[src/rtl/control_sequencer_pkg.sv]
// control_sequencer_pkg: shared opcodes, FSM encoding, instruction field offsets and decode class flags
//   Imported by control_sequencer and control_sequencer_instr_decode.
//   TIMEOUT_CYC is only consumed when CTRL_TIMEOUT_EN is defined.
package control_sequencer_pkg;

    localparam int TIMEOUT_CYC = 16;

    localparam int OP_LSB = 12;
    localparam int DA_LSB = 10;
    localparam int AA_LSB = 8;
    localparam int BA_LSB = 6;
    localparam int IMM_W  = 6;

    localparam logic [3:0] OP_ADDI = 4'h8;
    localparam logic [3:0] OP_LDI  = 4'h9;
    localparam logic [3:0] OP_LD   = 4'hA;
    localparam logic [3:0] OP_ST   = 4'hB;
    localparam logic [3:0] OP_BRZ  = 4'hC;
    localparam logic [3:0] OP_BRN  = 4'hD;
    localparam logic [3:0] OP_JMP  = 4'hE;
    localparam logic [3:0] OP_HALT = 4'hF;

    typedef enum logic [1:0] {
        ST_FETCH = 2'd0,
        ST_EXEC  = 2'd1,
        ST_MEM   = 2'd2,
        ST_HALT  = 2'd3
    } state_t;

    // Instruction class: what the sequencer has to do beyond driving the control word.
    typedef struct packed {
        logic wr;
        logic flags;
        logic mem;
        logic st;
        logic brz;
        logic brn;
        logic jmp;
        logic halt;
    } cls_t;

    function automatic logic [3:0] op_of(input logic [15:0] ir);
        return ir[OP_LSB +: 4];
    endfunction

endpackage

[src/rtl/control_sequencer_instr_decode.sv]
// control_sequencer_instr_decode: combinational IR -> datapath control word and instruction class
//   ir_i         in   16    latched instruction
//   da_o/aa_o/ba_o out 2    register selects
//   mb_o         out  1     B operand from constant
//   md_o         out  1     write data from memory
//   fs_o         out  4     function-unit select
//   const_o      out  SIZE  zero-extended imm[5:0]
//   cls_o        out  cls_t instruction class flags
module control_sequencer_instr_decode
    import control_sequencer_pkg::*;
#(
    parameter int         SIZE     = 8,
    parameter logic [3:0] FS_ADD   = 4'b0010,
    parameter logic [3:0] FS_PASSB = 4'b1100
) (
    input  logic [15:0]     ir_i,
    output logic [1:0]      da_o,
    output logic [1:0]      aa_o,
    output logic [1:0]      ba_o,
    output logic            mb_o,
    output logic            md_o,
    output logic [3:0]      fs_o,
    output logic [SIZE-1:0] const_o,
    output cls_t            cls_o
);

    logic [3:0] op;
    logic       alu;

    always_comb begin
        op         = op_of(ir_i);
        alu        = ~op[3];
        da_o       = ir_i[DA_LSB +: 2];
        aa_o       = ir_i[AA_LSB +: 2];
        ba_o       = ir_i[BA_LSB +: 2];
        mb_o       = (op == OP_ADDI) || (op == OP_LDI);
        md_o       = op == OP_LD;
        fs_o       = alu ? {1'b0, op[2:0]} : (op == OP_ADDI) ? FS_ADD : (op == OP_LDI) ? FS_PASSB : 4'b0000;
        const_o    = SIZE'(ir_i[IMM_W-1:0]);
        cls_o.wr    = alu || mb_o;
        cls_o.flags = alu || (op == OP_ADDI);
        cls_o.mem   = (op == OP_LD) || (op == OP_ST);
        cls_o.st    = op == OP_ST;
        cls_o.brz   = op == OP_BRZ;
        cls_o.brn   = op == OP_BRN;
        cls_o.jmp   = op == OP_JMP;
        cls_o.halt  = op == OP_HALT;
    end

endmodule

[src/rtl/control_sequencer.sv]
// control_sequencer: multi-cycle FETCH/EXEC/MEM/HALT sequencer for the 8-bit register/ALU datapath
//   Owns PC, IR and the latched {V,C,N,Z} flag register.
//   Optional feature macro CTRL_TIMEOUT_EN: ack timeout that drops the request, sets timeout_err and halts.
//   clk, rst_n            clock, synchronous active-low reset
//   imem_addr/req/ack/data instruction fetch handshake (req held until ack)
//   dmem_req/we/ack       data load/store handshake (req held until ack)
//   DA,AA,BA,MB,MD,RW,FS,constant_out  datapath control word
//   V,C,N,Z,jump_addr     datapath flags and register-A value
//   halted, timeout_err   status
module control_sequencer
    import control_sequencer_pkg::*;
#(
    parameter int         SIZE     = 8,
    parameter logic [3:0] FS_ADD   = 4'b0010,
    parameter logic [3:0] FS_PASSB = 4'b1100
) (
    input  logic            clk,
    input  logic            rst_n,
    output logic [SIZE-1:0] imem_addr,
    output logic            imem_req,
    input  logic            imem_ack,
    input  logic [15:0]     imem_data,
    output logic            dmem_req,
    output logic            dmem_we,
    input  logic            dmem_ack,
    output logic [1:0]      DA,
    output logic [1:0]      AA,
    output logic [1:0]      BA,
    output logic            MB,
    output logic            MD,
    output logic            RW,
    output logic [3:0]      FS,
    output logic [SIZE-1:0] constant_out,
    input  logic            V,
    input  logic            C,
    input  logic            N,
    input  logic            Z,
    input  logic [SIZE-1:0] jump_addr,
    output logic            halted,
    output logic            timeout_err
);

    state_t          state_q, state_d;
    logic [SIZE-1:0] pc_q, pc_d;
    logic [15:0]     ir_q, ir_d;
    logic [3:0]      flags_q, flags_d;
    cls_t            cls;
    logic [SIZE-1:0] imm_sext;

`ifdef CTRL_TIMEOUT_EN
    localparam int CW = $clog2(TIMEOUT_CYC + 1);
    logic [CW-1:0] cnt_q, cnt_d;
    logic          err_q, err_d;
    logic          tmo;
`endif

    control_sequencer_instr_decode #(
        .SIZE    (SIZE),
        .FS_ADD  (FS_ADD),
        .FS_PASSB(FS_PASSB)
    ) u_dec (
        .ir_i   (ir_q),
        .da_o   (DA),
        .aa_o   (AA),
        .ba_o   (BA),
        .mb_o   (MB),
        .md_o   (MD),
        .fs_o   (FS),
        .const_o(constant_out),
        .cls_o  (cls)
    );

    assign imm_sext = {{(SIZE-IMM_W){ir_q[IMM_W-1]}}, ir_q[IMM_W-1:0]};

    always_ff @(posedge clk) begin
        if (!rst_n) begin
            state_q <= ST_FETCH;
            pc_q    <= '0;
            ir_q    <= '0;
            flags_q <= '0;
`ifdef CTRL_TIMEOUT_EN
            cnt_q   <= '0;
            err_q   <= 1'b0;
`endif
        end else begin
            state_q <= state_d;
            pc_q    <= pc_d;
            ir_q    <= ir_d;
            flags_q <= flags_d;
`ifdef CTRL_TIMEOUT_EN
            cnt_q   <= cnt_d;
            err_q   <= err_d;
`endif
        end
    end

    // flags_q = {V,C,N,Z}; branches test the value latched by an earlier instruction.
    always_comb begin
        state_d = state_q;
        pc_d    = pc_q;
        ir_d    = ir_q;
        flags_d = flags_q;
        case (state_q)
            ST_FETCH: if (imem_ack) begin
                state_d = ST_EXEC;
                ir_d    = imem_data;
                pc_d    = pc_q + SIZE'(1);
            end
            ST_EXEC: begin
                state_d = cls.mem ? ST_MEM : cls.halt ? ST_HALT : ST_FETCH;
                if (cls.flags) flags_d = {V, C, N, Z};
                if ((cls.brz && flags_q[0]) || (cls.brn && flags_q[1])) pc_d = pc_q + imm_sext;
                else if (cls.jmp) pc_d = jump_addr;
            end
            ST_MEM: if (dmem_ack) state_d = ST_FETCH;
            default: ;
        endcase
`ifdef CTRL_TIMEOUT_EN
        // Counter runs only while a request is waiting and restarts on every new wait.
        tmo   = 1'b0;
        cnt_d = '0;
        err_d = err_q;
        if ((state_q == ST_FETCH && !imem_ack) || (state_q == ST_MEM && !dmem_ack)) begin
            tmo   = cnt_q == CW'(TIMEOUT_CYC - 1);
            cnt_d = tmo ? '0 : cnt_q + CW'(1);
            if (tmo) begin
                state_d = ST_HALT;
                err_d   = 1'b1;
            end
        end
`endif
    end

    // Requests and RW are gated by rst_n so a reset cycle never issues a request or a register write.
    always_comb begin
        imem_addr = pc_q;
        imem_req  = rst_n && (state_q == ST_FETCH);
        dmem_req  = rst_n && (state_q == ST_MEM);
        dmem_we   = dmem_req && cls.st;
        RW        = rst_n && ((state_q == ST_EXEC && cls.wr) || (state_q == ST_MEM && dmem_ack && !cls.st));
        halted    = state_q == ST_HALT;
`ifdef CTRL_TIMEOUT_EN
        timeout_err = err_q;
`else
        timeout_err = 1'b0;
`endif
    end

endmodule

[config.mk]
export PLATFORM = sky130hd
export DESIGN_NAME = control_sequencer
export DESIGN_NICKNAME = d
export VERILOG_FILES = /design/src/rtl/control_sequencer_pkg.sv /design/src/rtl/control_sequencer_instr_decode.sv /design/src/rtl/control_sequencer.sv
export SDC_FILE = /design/constraint.sdc
export NUM_CORES = 1
export LEC_CHECK = 0
export CORE_ASPECT_RATIO = 0.9
export CORE_MARGIN = 4
export CORE_UTILIZATION = 47
export DETAILED_ROUTE_END_ITERATION = 6
export HOLD_SLACK_MARGIN = 0.12
export PLACE_DENSITY = 0.78
export SETUP_SLACK_MARGIN = 0.2
export SYNTH_ARGS = -nofsm -noshare
export SYNTH_HDL_FRONTEND = slang
export SYNTH_HIERARCHICAL = 1
export SYNTH_SLANG_ARGS = --single-unit
[constraint.sdc]
create_clock -name clk -period 2.5 [get_ports clk]
set_input_delay 0.5 -clock clk [delete_from_list [all_inputs] [get_ports clk]]
set_output_delay 0.5 -clock clk [all_outputs]
set_load 0.005 [all_outputs]
Figure 1. Selected gate families (run 1).
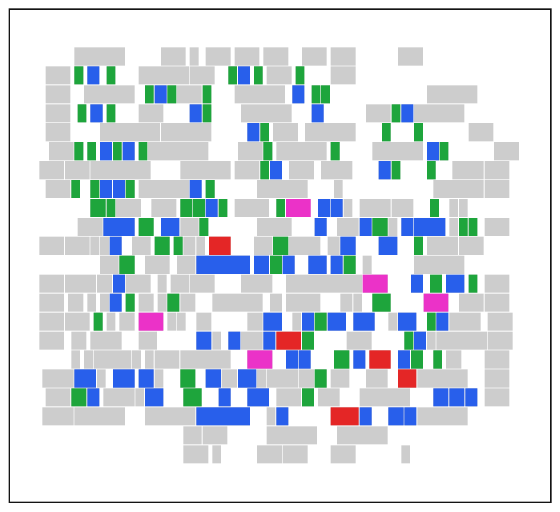
legend:
  inverting AOI/OAI gates:
    color: blue
    cells: 69
    most_used: a21oi_1
  multiplexers:
    color: magenta
    cells: 5
    most_used: mux2i_1
    where: center
  NAND gates:
    color: green
    cells: 68
    most_used: nand2_1
  AND-OR and OR-AND gates:
    color: red
    cells: 5
fraction of area in multi-input gates: 0.475
most used logic cell in the final layout: clkdlybuf4s50_1

Figure 2. Routing congestion (run 1).
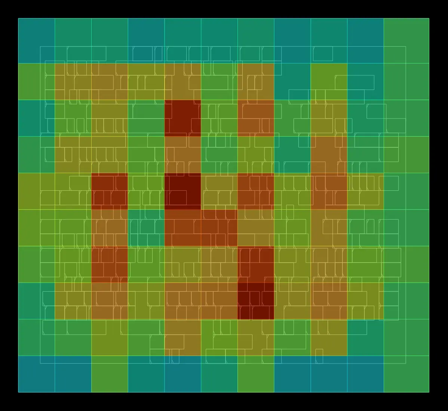
GRT Max-Usage Layer: met2
drt wl/cell: 13.6 um
gr usage total: 0.182

Figure 3. Where the registers sit (run 1).
Scale bar: 20 um.
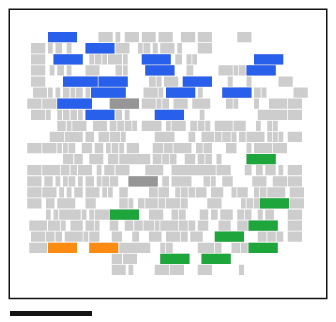
legend:
  imem_addr:
    color: green
    placed_flops: 8
  ir_q:
    color: blue
    placed_flops: 16
  state_q:
    color: orange
    placed_flops: 2
not colored: 2
Core Util, Final: 0.648
FF/Latch Area: 572 um2

==> flow_summary.ini, run 1 <==
; synthesis and place-and-route metrics
[outcome]
outcome = complete, no violations

[timing]
setup_viol = 0
relSlewSlack = 0.626

[finish]
final-nonclk-buf-share = 0.245
logic_gate_count = 207
nClkBuffers = 3
final_net_count = 365
fillCellCount = 365
nonClockInverterCount = 12

[setup_path]
reg2reg_depth = 7
r2r_slack_ps = 370
worstPathArrival_ps = 1750
startpoint_type = primary input
crit_required_ps = 2000

[logic_synthesis]
syn_avg_cell_area_um2 = 7.49
yosys.stat.seqShare = 0.274
yosys.area.top_type = dfxtp_1
topCellsByArea = dfxtp_1 (27%), nand2_1 (8.4%), ha_1 (8.0%)
top_area_frac = 0.274
synth-cells-yosys = 273

[pwr]
power.total_mw = 1.22
pwr-share-clk = 0.297
leakagePower_nw = 1.06
p_int_mw = 0.873
power.switching_mw = 0.347

[detailed_routing]
wl_met1_um = 2310
via_per_inst = 5.46
dr.pass1.iters = 4
num_vias = 1998

[run]
drv_cap = 0

[clock_tree]
clkTransAtPathRegs_ps = 100

[min_path]
min_path_type = reg -> reg

[grt]
antenna_found_initial = 0
met2_usage = 0.305
run 1: cell families after synthesis:
kind of cell,after synthesis,share of synthesized area
AOI/OAI and AO/OA,74,0.238
xor gates and xnor gates,4,0.0171
adders and majority gates,14,0.0893
buffers and inverters,39,0.108
DFF,28,0.274
muxes,5,0.0245
other,2,0.00367
and+or+nand+nor,107,0.245
run 1: what timing repair did:
item	4_1_cts	5_1_grt
resized	3	7
setup buffers	0	4
setup endpoints to repair	2	3
run 1: state kept, by name (all words and copies together), names as in the netlist:
signal     flops
flags_q        2
imem_addr      8
state_q        2
ir_q          16
run 1: cell usage in the layout (no fill, tap or decap), drive strengths merged, types with 2 or more instances in the layout:
master and instances:
o2111ai 3, mux2i 5, and3b 2, dfxtp 28
o21ai 16, clkbuf 3, xor2 3, inv 12
nand3b 2, o211ai 3, and2 6, a211oi 4
nand2b 8, buf 7, clkdlybuf4s50 59, nand2 46
and3 3, or4 2, nor3 4, ha 13
conb 3, nor2 19, o31ai 2, nand3 11
a21oi 28, a31oi 8, a22oi 2
run 1: worst min-delay path: stages (launching register included):
cell and delay (ps):
dfxtp_1 320, nand2_1 50, a21oi_1 50
run 1: Yosys cell counts, types with 4 or more instances:
library cell / n
nor3_1: 4
nand3_1: 11
nor2_1: 19
buf_4: 17
inv_1: 12
nand2_1: 46
ha_1: 13
clkbuf_1: 6
a31oi_1: 7
a21oi_1: 28
o21ai_0: 13
and2_1: 6
dfxtp_1: 28
nand2b_1: 8
mux2i_1: 5
run 1: power by group through the flow:
stage | clock [mW] | sequential [mW] | combinational, mW
floorplan | 0 | 0.522 | 0.211
global placement | 0 | 0.533 | 0.322
detailed placement | 0 | 0.534 | 0.329
CTS | 0.367 | 0.525 | 0.331
global route | 0.387 | 0.527 | 0.378
finish | 0.362 | 0.520 | 0.338
==> run 1 -> run 2 <==
--- a/config.mk
+++ b/config.mk
@@ -9,6 +9,7 @@
 export CORE_MARGIN = 4
 export CORE_UTILIZATION = 47
 export DETAILED_ROUTE_END_ITERATION = 6
+export GPL_TIMING_DRIVEN = 0
 export HOLD_SLACK_MARGIN = 0.12
 export PLACE_DENSITY = 0.78
 export SETUP_SLACK_MARGIN = 0.2
Figure 4. Selected gate families (run 2).
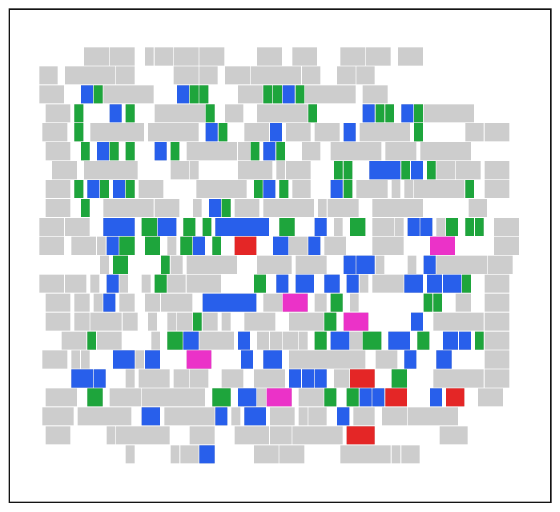
legend:
  inverting AOI/OAI gates:
    color: blue
    cells: 69
    most_used: a21oi_1
  AND-OR and OR-AND gates:
    color: red
    cells: 5
  NAND gates:
    color: green
    cells: 68
    most_used: nand2_1
  multiplexers:
    color: magenta
    cells: 5
    most_used: mux2i_1
fin cells: 387
fraction of area in multi-input gates: 0.451

Figure 5. Where the registers sit (run 2).
Scale bar: 20 um.
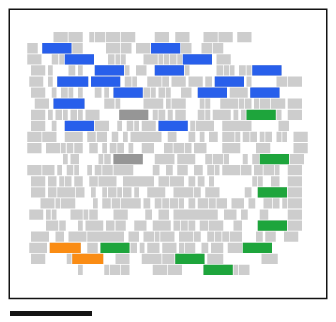
legend:
  ir_q:
    color: blue
    placed_flops: 16
  state_q:
    color: orange
    placed_flops: 2
  imem_addr:
    color: green
    placed_flops: 8

Figure 6. Routing congestion (run 2).
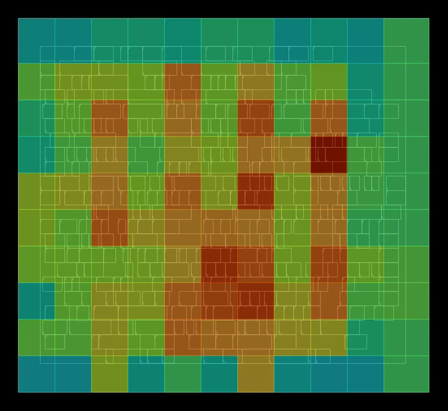
M1 GR Usage: 0.268
GR Layer Usage met2: 0.337
Core Util, Final: 0.688

==> flow_summary.ini, run 2 <==
; synthesis and place-and-route metrics
[outcome]
outcome = complete, no violations

[timing]
setup_viol = 0

[finish]
largest_register_ffs = 16
final_net_count = 386
layout_top_cell = clkdlybuf4s50_1
seqCellArea_um2 = 566
mostFrequentLayoutCells = clkdlybuf4s50_1 (56), nand2_1 (46), a21oi_1 (28)
max_flop_register = ir_q

[logic_synthesis]
yosys.area.top_type = dfxtp_1
yosys.area_share.adder = 0.0893
yosys.area_share.xor_xnor = 0.0171
top_area_frac = 0.274
compound_area_frac = 0.238
yosys.stat.seqShare = 0.274
simple_gate_area_frac = 0.245
synth-cells-yosys = 273
ys_top_logic_family = simple AND/OR/NAND/NOR gates

[grt]
antenna_found_initial = 0
grt.total_usage = 0.203

[setup_path]
startpoint_type = flip-flop
worstPathArrival_ps = 1670

[run]
drv_cap = 0

[clock_tree]
clkTransAtPathRegs_ps = 110

[min_path]
min_path_type = reg -> reg

[detailed_routing]
num_vias = 2132
dr.pass1.iters = 4
via_per_inst = 5.51
run 2: logic make-up after synthesis:
logic type / after synthesis
compound gates: 74
xor+xnor: 4
fa+ha+maj: 14
buf+inv: 39
flops: 28
mux: 5
other cells: 2
simple gates: 107
run 2: report_power, final:
group / total [mW] / switching, mW / internal [mW]
Clock: 0.370 / 0.156 / 0.215
Combinational: 0.379 / 0.170 / 0.209
Sequential: 0.525 / 0.0450 / 0.480
Total: 1.27 / 0.371 / 0.903
run 2: what timing repair did:
action,4_1_cts,5_1_grt
endpoints found under the setup margin,4,2
resized,21,2
buffers inserted,1,0
gates cloned,0,0
run 2: worst paths after layout:
check               start      endpoint  slack, ps  cells past startpoint
min reg2reg       ir_q[9]       ir_q[9]        460                      2
max reg2reg  imem_addr[0]  imem_addr[6]        420                      8
max            state_q[1]            RW        330                      7
min               ir_q[9]       ir_q[9]        460                      2
run 2: metrics by stage:
step,area [um2],instances,setup TNS (ps),worst slack (ps)
2_1_floorplan,2050,274,0,628
4_1_cts,2840,387,0,229
3_3_place_gp,2710,382,-366,-151
5_1_grt,2840,387,0,245
6_report,2840,387,0,330
3_5_place_dp,2710,382,-329,-152
run 2: cell type report:
cell class              instances  area share
inverters                      12      0.0158
plain buffers                  27      0.0735
clock buffers                   3      0.0145
repair buffers                 61       0.215
clock inverters                 1      0.0106
flip-flops and latches         28       0.199
well taps                      48      0.0211
multi-input cells             207       0.451
run 2: routing by layer:
metal  global-route usage  part of all wire  vias up
met5                    0                 0        -
met4               0.0553            0.0039        0
met3               0.0433             0.062        2
met2                0.337              0.47       69
met1                0.268              0.46      992
li1                     -                 -     1069
run 2: tightest hold or removal path, stage by stage (launching register included):
cell     delay [ps]
dfxtp_1         320
nand2_1          50
a21oi_1          50
==> run 2 -> run 3 <==
--- a/config.mk
+++ b/config.mk
@@ -12,6 +12,7 @@
 export GPL_TIMING_DRIVEN = 0
 export HOLD_SLACK_MARGIN = 0.12
 export PLACE_DENSITY = 0.78
+export REMOVE_ABC_BUFFERS = 1
 export SETUP_SLACK_MARGIN = 0.2
 export SYNTH_ARGS = -nofsm -noshare
 export SYNTH_HDL_FRONTEND = slang
Figure 7. Routing congestion (run 3).
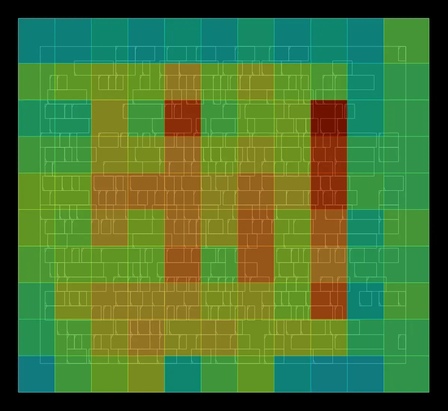
M1 GR Usage: 0.248
Core Util, Final: 0.652

Figure 8. Wiring by layer (run 3).
Two of the layers only.
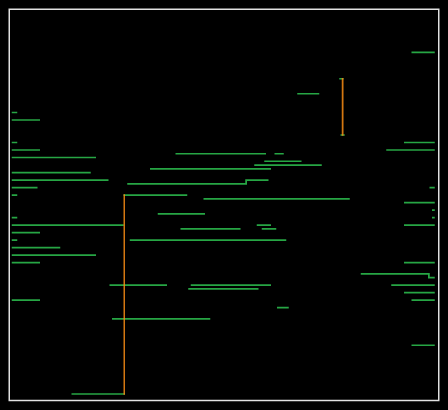
legend:
  met4:
    color: orange
    wire_length: 46.2 um
  met3:
    color: green
    wire_length: 433 um

Figure 9. Where the registers sit (run 3).
Scale bar: 20 um.
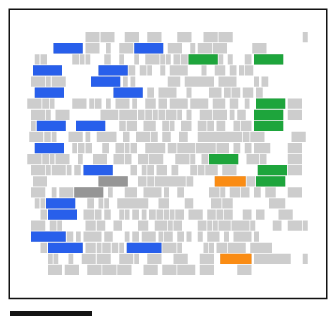
legend:
  ir_q:
    color: blue
    placed_flops: 16
  imem_addr:
    color: green
    placed_flops: 8
  state_q:
    color: orange
    placed_flops: 2
FF/Latch Area: 574 um2
seq pwr: 0.521 mW

==> flow_summary.ini, run 3 <==
; synthesis and place-and-route metrics
[outcome]
outcome = complete, no violations

[setup_path]
worstPathArrival_ps = 1710
r2r_slack_ps = 380
r2r-start = ir_q[15]
startpoint_type = flip-flop
rr_endpoint = imem_addr[5]
crit_start = ir_q[14]
reg2reg_depth = 8
crit_end = dmem_we

[logic_synthesis]
yosys.area_share.adder = 0.0893
ys_top_logic_family = simple AND/OR/NAND/NOR gates
yosys.area_share.xor_xnor = 0.0171
compound_area_frac = 0.238
yosys.area.top_type = dfxtp_1
top_area_frac = 0.274
simple_gate_area_frac = 0.245

[timing]
fin_tns_setup_ps = 0
min_period_ps = 2210
setup_ws_ps = 294
setup_viol = 0

[finish]
stdcell_area_mm2 = 0.00269
mostFrequentLayoutCells = clkdlybuf4s50_1 (58), nand2_1 (46), a21oi_1 (28)
final_net_count = 365
layout_top_cell = clkdlybuf4s50_1
largest_register_ffs = 16
fin_cells = 366

[placement]
gp_congestion = 0.794
place_ws_ps = -426
placed_cells = 355
place_area_mm2 = 0.00253

[detailed_routing]
num_vias = 2023
dr.pass1.iters = 5
via_per_inst = 5.53

[min_path]
min_path_type = reg -> reg

[grt]
antenna_found_initial = 0
grt.total_usage = 0.183

[run]
drv_cap = 0

[clock_tree]
clkTransAtPathRegs_ps = 100
-- run 3: cell counts after synthesis --
No cell type changed its count.
-- run 3: cells by family after synthesis --
logic type | after synthesis
DFF | 28
muxes | 5
other | 2
adders and majority gates | 14
AOI/OAI and AO/OA | 74
buffers and inverters | 39
xor gates and xnor gates | 4
and+or+nand+nor | 107
-- run 3: final cells by class --
type	count	area, um2	share of cell area
clock buffers	3	41.3	0.0153
clock inverters	1	30.0	0.0112
inverters	12	48.8	0.0181
multi-input cells	207	1280	0.477
flip-flops and latches	28	574	0.213
well taps	48	60.1	0.0223
repair buffers	66	649	0.241
repair inverters	1	5.00	0.00186
-- run 3: worst min-delay path by stage --
stage                        start  slack, ps  endpoint
final                     ir_q[10]        460  ir_q[10]
after global routing       ir_q[6]        480   ir_q[6]
after CTS                 ir_q[10]        470  ir_q[10]
after detailed placement  ir_q[11]        450  ir_q[11]
after global placement    ir_q[11]        440  ir_q[11]
after floorplan           ir_q[10]        450  ir_q[10]
-- run 3: what timing repair did --
action | CTS | global route
buffers inserted | 4 | 2
endpoints found under the setup margin | 12 | 2
pin swaps | 1 | 0
gates resized | 13 | 3
cloned | 1 | 0
-- run 3: worst max-delay path, stage by stage (launching register included) --
cell and delay [ps]:
dfxtp_4 360, and3b_1 260, and2_1 160, and3_1 160, clkdlybuf4s50_1 490
-- run 3: report_power, final --
group	internal, mW	switching, mW
clock	0.215	0.149
combinational	0.183	0.162
sequential	0.479	0.0423
total	0.876	0.353
-- run 3: metal layers --
layer  wire length, um  global-route usage  vias up
met5                 0                   0        -
met1              2330               0.248      912
met4                46              0.0395        0
met3               433              0.0407        4
met2              2260               0.301       77
li1                  -                   -     1030
Power is estimated from default activity; no workload was simulated.
